==> images/clock_wires.png <==
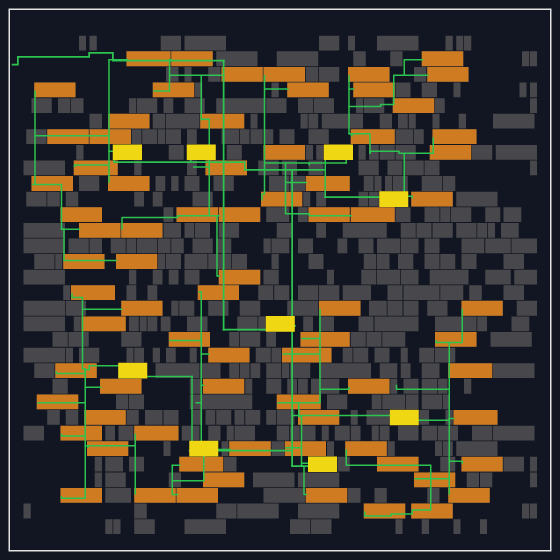
==> images/placed.png <==
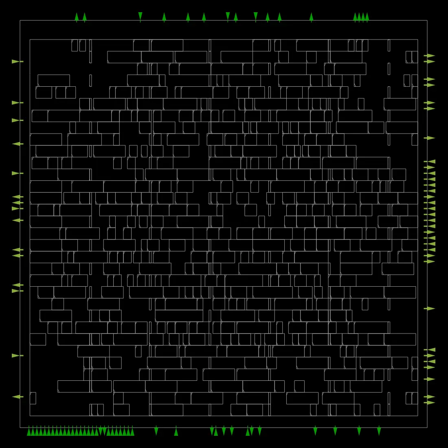
==> images/class_map.png <==
Scale bar: 20 µm. Fill, decap, tap and diode cells in gray.
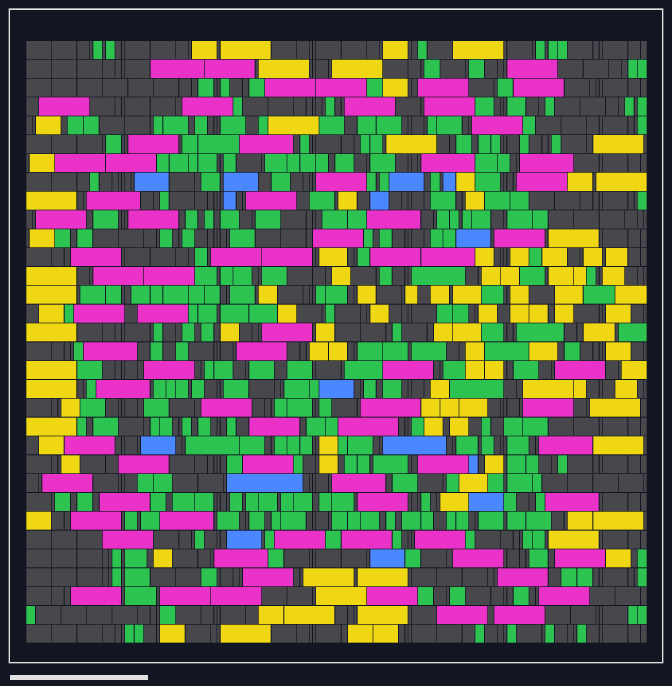
==> images/floorplan.png <==
Pins as bars on the die edge. Tap cells in gray.
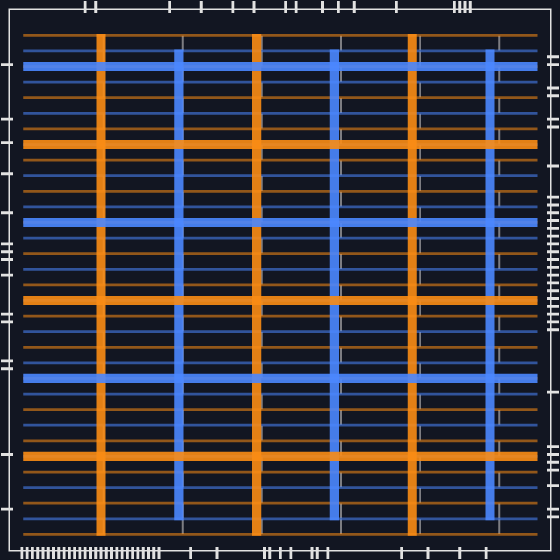
==> images/m2.png <==
Scale bar: 20 µm.
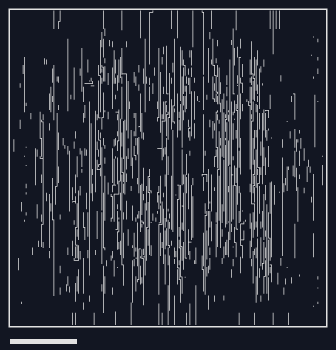
`config.mk`:
```
export PLATFORM = sky130hd
export DESIGN_NAME = rvsteel_gpio_irq
export DESIGN_NICKNAME = d
export VERILOG_FILES = /design/src/rtl/rvsteel_gpio_irq.sv
export SDC_FILE = /design/constraint.sdc
export NUM_CORES = 1
export LEC_CHECK = 0
export CORE_MARGIN = 2
export CORE_UTILIZATION = 42
export CTS_CLUSTER_DIAMETER = 30
export DETAILED_ROUTE_END_ITERATION = 10
export MAX_ROUTING_LAYER = met4
export PLACE_DENSITY_LB_ADDON = 0.08
export SLEW_MARGIN = 30
export SYNTH_ARGS = -nofsm -noshare
export SYNTH_HDL_FRONTEND = slang
export SYNTH_SLANG_ARGS = --single-unit
```
`constraint.sdc`:
```
create_clock -name clock -period 1.4 [get_ports clock]
set_input_delay 0.28 -clock clock [delete_from_list [all_inputs] [get_ports clock]]
set_output_delay 0.28 -clock clock [all_outputs]
set_load 0.1 [all_outputs]
```
`src/rtl/rvsteel_gpio_irq.sv`:
```
`default_nettype none
// ============================================================================
// Module   : rvsteel_gpio_irq
// Purpose  : Memory-mapped GPIO block with up to 32 pins. Each pin has its own
//            direction control. The output register can be written directly or
//            through set/clear aliases. Rising and falling edges are latched
//            into a write-one-to-clear pending register, and irq is the OR of
//            the pending bits.
// Revision : 1.0 - initial release
// ----------------------------------------------------------------------------
// Parameters:
//   GPIO_WIDTH       number of pins (1..32)
//   DEBOUNCE_CYCLES  cycles an input must stay stable before the filtered
//                    value follows it (>= 1; only used with the debounce build)
// Ports:
//   clock, reset     system clock; synchronous active-high reset
//   rw_address       byte address, [4:2] selects the register
//   read_data        registered read data
//   read_request     read strobe     -> read_response one cycle later
//   write_data       write data
//   write_strobe     byte enables; only 4'b1111 performs a write
//   write_request    write strobe    -> write_response one cycle later
//   gpio_input       asynchronous pin inputs
//   gpio_oe          per-pin output enable (1 = drive)
//   gpio_output      per-pin output value
//   irq              level interrupt, |PENDING
// Configuration macro:
//   RVSTEEL_GPIO_DEBOUNCE_EN  adds a per-pin debounce filter after the
//                             synchronizer
// Register map (word offset):
//   0 IN (RO)  1 OE  2 OUT  3 CLR (WO)  4 SET (WO)  5 RISE_EN  6 FALL_EN
//   7 PENDING (R/W1C)
// ============================================================================
module rvsteel_gpio_irq #(
  parameter int GPIO_WIDTH      = 8,
  parameter int DEBOUNCE_CYCLES = 16
) (
  input  logic                  clock,
  input  logic                  reset,
  input  logic [4:0]            rw_address,
  output logic [31:0]           read_data,
  input  logic                  read_request,
  output logic                  read_response,
  input  logic [31:0]           write_data,
  input  logic [3:0]            write_strobe,
  input  logic                  write_request,
  output logic                  write_response,
  input  logic [GPIO_WIDTH-1:0] gpio_input,
  output logic [GPIO_WIDTH-1:0] gpio_oe,
  output logic [GPIO_WIDTH-1:0] gpio_output,
  output logic                  irq
);

  localparam logic [2:0] REG_IN      = 3'd0;
  localparam logic [2:0] REG_OE      = 3'd1;
  localparam logic [2:0] REG_OUT     = 3'd2;
  localparam logic [2:0] REG_CLR     = 3'd3;
  localparam logic [2:0] REG_SET     = 3'd4;
  localparam logic [2:0] REG_RISE_EN = 3'd5;
  localparam logic [2:0] REG_FALL_EN = 3'd6;
  localparam logic [2:0] REG_PENDING = 3'd7;

  // Elaboration-time parameter sanity checks.
  if (GPIO_WIDTH < 1 || GPIO_WIDTH > 32) begin : g_bad_width
    $error("rvsteel_gpio_irq: GPIO_WIDTH must be in 1..32");
  end
  if (DEBOUNCE_CYCLES < 1) begin : g_bad_debounce
    $error("rvsteel_gpio_irq: DEBOUNCE_CYCLES must be >= 1");
  end

  // --------------------------------------------------------------------------
  // State
  // --------------------------------------------------------------------------
  logic [GPIO_WIDTH-1:0] sync1_q, sync2_q, prev_q;
  logic [GPIO_WIDTH-1:0] oe_q, oe_d;
  logic [GPIO_WIDTH-1:0] out_q, out_d;
  logic [GPIO_WIDTH-1:0] rise_en_q, rise_en_d;
  logic [GPIO_WIDTH-1:0] fall_en_q, fall_en_d;
  logic [GPIO_WIDTH-1:0] pending_q, pending_d;
  logic [1:0]            arm_cnt_q, arm_cnt_d;
  logic [31:0]           read_data_q, read_data_d;
  logic                  read_response_q, write_response_q;

  logic [GPIO_WIDTH-1:0] filt;
  logic [GPIO_WIDTH-1:0] wd;
  logic [GPIO_WIDTH-1:0] w1c_mask;
  logic [GPIO_WIDTH-1:0] rise, fall;
  logic [GPIO_WIDTH-1:0] rd_sel;
  logic [31:0]           rd_word;
  logic                  armed;
  logic                  wr_ok, rd_ok;

  // Bits of write_data above GPIO_WIDTH are intentionally ignored.
  logic unused_write_bits;
  assign unused_write_bits = ^write_data;

  assign wd    = write_data[GPIO_WIDTH-1:0];
  assign wr_ok = write_request && (rw_address[1:0] == 2'b00) && (write_strobe == 4'b1111);
  assign rd_ok = read_request && (rw_address[1:0] == 2'b00);

  // --------------------------------------------------------------------------
  // Optional debounce filter
  // --------------------------------------------------------------------------
`ifdef RVSTEEL_GPIO_DEBOUNCE_EN
  localparam int              CNT_W   = $clog2(DEBOUNCE_CYCLES + 1);
  localparam logic [CNT_W-1:0] CNT_MAX = CNT_W'(DEBOUNCE_CYCLES);

  logic [GPIO_WIDTH-1:0] filt_q, filt_d;
  logic [CNT_W-1:0]      cnt_q [GPIO_WIDTH];
  logic [CNT_W-1:0]      cnt_d [GPIO_WIDTH];

  // Each counter counts consecutive cycles where the synchronized input
  // disagrees with the filtered value; any agreement restarts the count.
  always_comb begin
    filt_d = filt_q;
    for (int i = 0; i < GPIO_WIDTH; i++) begin
      logic [CNT_W-1:0] cnt_next;
      cnt_next = cnt_q[i] + 1'b1;
      cnt_d[i] = '0;
      if (sync2_q[i] != filt_q[i]) begin
        if (cnt_next == CNT_MAX) begin
          filt_d[i] = ~filt_q[i];
        end else begin
          cnt_d[i] = cnt_next;
        end
      end
    end
  end

  always_ff @(posedge clock) begin
    if (reset) begin
      filt_q <= '0;
      for (int i = 0; i < GPIO_WIDTH; i++) begin
        cnt_q[i] <= '0;
      end
    end else begin
      filt_q <= filt_d;
      for (int i = 0; i < GPIO_WIDTH; i++) begin
        cnt_q[i] <= cnt_d[i];
      end
    end
  end

  assign filt = filt_q;
`else
  assign filt = sync2_q;
`endif

  // --------------------------------------------------------------------------
  // Edge detection and arming
  // --------------------------------------------------------------------------
  // Edge detection stays off for three cycles after reset so that prev can
  // catch up with pins that were already high, avoiding a false rising edge.
  assign armed     = (arm_cnt_q == 2'd3);
  assign arm_cnt_d = armed ? arm_cnt_q : arm_cnt_q + 2'd1;

  assign rise = armed ? (filt & ~prev_q & rise_en_q) : '0;
  assign fall = armed ? (~filt & prev_q & fall_en_q) : '0;

  // --------------------------------------------------------------------------
  // Register writes
  // --------------------------------------------------------------------------
  always_comb begin
    oe_d      = oe_q;
    out_d     = out_q;
    rise_en_d = rise_en_q;
    fall_en_d = fall_en_q;
    w1c_mask  = '0;
    if (wr_ok) begin
      case (rw_address[4:2])
        REG_OE:      oe_d      = wd;
        REG_OUT:     out_d     = wd;
        REG_CLR:     out_d     = out_q & ~wd;
        REG_SET:     out_d     = out_q | wd;
        REG_RISE_EN: rise_en_d = wd;
        REG_FALL_EN: fall_en_d = wd;
        REG_PENDING: w1c_mask  = wd;
        default:     ;
      endcase
    end
    // New edges are OR'd after the clear so a same-cycle edge survives a W1C.
    pending_d = (pending_q & ~w1c_mask) | rise | fall;
  end

  // --------------------------------------------------------------------------
  // Register reads
  // --------------------------------------------------------------------------
  always_comb begin
    case (rw_address[4:2])
      REG_IN:      rd_sel = filt;
      REG_OE:      rd_sel = oe_q;
      REG_OUT:     rd_sel = out_q;
      REG_RISE_EN: rd_sel = rise_en_q;
      REG_FALL_EN: rd_sel = fall_en_q;
      REG_PENDING: rd_sel = pending_q;
      default:     rd_sel = '0;
    endcase
    rd_word                 = '0;
    rd_word[GPIO_WIDTH-1:0] = rd_sel;
    read_data_d             = rd_ok ? rd_word : read_data_q;
  end

  // --------------------------------------------------------------------------
  // Sequential state
  // --------------------------------------------------------------------------
  always_ff @(posedge clock) begin
    if (reset) begin
      sync1_q          <= '0;
      sync2_q          <= '0;
      prev_q           <= '0;
      oe_q             <= '0;
      out_q            <= '0;
      rise_en_q        <= '0;
      fall_en_q        <= '0;
      pending_q        <= '0;
      arm_cnt_q        <= '0;
      read_data_q      <= '0;
      read_response_q  <= 1'b0;
      write_response_q <= 1'b0;
    end else begin
      sync1_q          <= gpio_input;
      sync2_q          <= sync1_q;
      prev_q           <= filt;
      oe_q             <= oe_d;
      out_q            <= out_d;
      rise_en_q        <= rise_en_d;
      fall_en_q        <= fall_en_d;
      pending_q        <= pending_d;
      arm_cnt_q        <= arm_cnt_d;
      read_data_q      <= read_data_d;
      read_response_q  <= read_request;
      write_response_q <= write_request;
    end
  end

  assign read_data      = read_data_q;
  assign read_response  = read_response_q;
  assign write_response = write_response_q;
  assign gpio_oe        = oe_q;
  assign gpio_output    = out_q;
  assign irq            = |pending_q;

endmodule
`default_nettype wire

```
==> run notes <==
flow finished, numbers: setup repair after global routing missed its margin=true, Setup WS post-layout=-0.274 ns, setup skew after layout=0.00714 ns, Std-Cell Core Area=7810 µm², wire length of the first global-routing pass=14300 µm, first-pass detailed-route iteration total=6, status=finished, violations left, insertion delay at the late pin of the worst-skew pair=0.35 ns, switching part of the total power=28.7%, synthesized area=3420 µm², antenna viol nets, final=0, maximum operating frequency=597 MHz, violations in the final reports=negative setup slack, share of total power in sequential cells=a little under half, Post-synth top flop=dfxtp_1, post-synth cell types=39, clock group power=1.69 mW, total global routing track utilization=between 20% and 30%, main kind of combinational logic by area=simple AND/OR/NAND/NOR gates, routed metal-1 wirelength=3970 µm, power per standard cell area=975 nW/µm², Worst EP required=about 1.1 ns, highest layer used for signal routing=met4, warning count from the yosys run=0, initial antenna violation count=0, Final Hold Viols=0, count of nets after finishing=about 500, drt drc=0, number of clock buffers in the layout=11, Int Pwr=3.36 mW, Final Max Tran Viols=0, Init Core Util=43.7%, Synthesized registers=76, number of violations reported at the end of detailed-routing iteration 0=213, top-area cell type share of the netlist area=44.5%, Leading power group=registers, Hold/Removal Path Class=in2reg, critical path's largest stage delay=~0.34 ns, Worst Setup Path Type=reg2out, instance tally after logic synthesis=368, combinational share of cell area=36.2%, CTS Hold Bufs=0, antenna diode instance count=0, dominant logic cell type in the layout=dfxtp_1, critical path endpoint category=output pin, start point of the critical path=pending_q[2]$_SDFF_PP0_, number of failing setup endpoints in the final timing report=1, number of synthesized flops with an enable pin=0, data arrival time at the worst-slack endpoint=1.39 ns, Root Driver=clkbuf_8, combinational cell power=786 µW, clk buf depth=2, CTS H-tree lvls=3, worst max-slew margin expressed relative to the limit=58.3%, routed length on met3=roughly 580 µm, horizontal die dimension=94.2 µm, share of async-settable or async-resettable flops after synthesis=0%, worst hold start=write_request, busiest grt layer=met2, largest fanout on the critical path=3, total die area=~9000 µm²
## Picture notes: clock_wires.png
[orange] flip-flops | count: 76
[green] clock wires | length: 917 µm
[yellow] clock-net drivers | count: 9
flops lie: all over the die

## Picture notes: placed.png
count of flip-flops and latches: 76
count of inserted tapcells: 102
final non-filler cell total: 563
final-layout fill cell count: 682

## Picture notes: class_map.png
| color | class | cells | share of their area |
|---|---|---|---|
| magenta | registers | 76 | 33% |
| blue | clock drivers and dummy loads | 15 | 4.3% |
| yellow | remaining buffers and delay cells | 102 | 25% |
| green | remaining logic cells | 268 | 38% |

## Picture notes: floorplan.png
| color | net |
|---|---|
| orange | VSS |
| blue | VDD |
met5 straps: 6
tap cells: 102
met1 rails: 33
met4 straps: 6
signal pins: 104

## Picture notes: m2.png
longest straight run: 51.7 µm
nets with wire on the layer: 424
main direction: vertical
wire length on this layer: 4060 µm
share of all routed wire: 46%

critical path, delay by kind of cell, from the launching register on:
| family | cells | cell delay [ns] |
|---|---|---|
| and+or+nand+nor | 2 | 0.36 |
| DFF | 1 | 0.34 |
| buffers and inverters | 2 | 0.34 |
Yosys cell counts, types with 7 or more instances:
library cell   n
dfxtp_1       76
nor2b_1       31
o21ai_0       31
nand2_1       30
mux2i_1       26
buf_4         25
nor2_1        21
nand3b_1      16
a21oi_1       11
clkbuf_1      11
nand3_1       10
a32o_1         8
buf_2          8
nand2b_1       8
a221o_1        7
o211ai_1       7
through the flow:
| stage | hold slack [ns] | instances |
|---|---|---|
| finish | 0.177 | 563 |
| global route | 0.174 | 563 |
| CTS | 0.286 | 562 |
| detailed placement | 0.424 | 543 |
| global placement | 0.418 | 543 |
| floorplan | 0.408 | 391 |
Power and IR drop assume default switching activity.
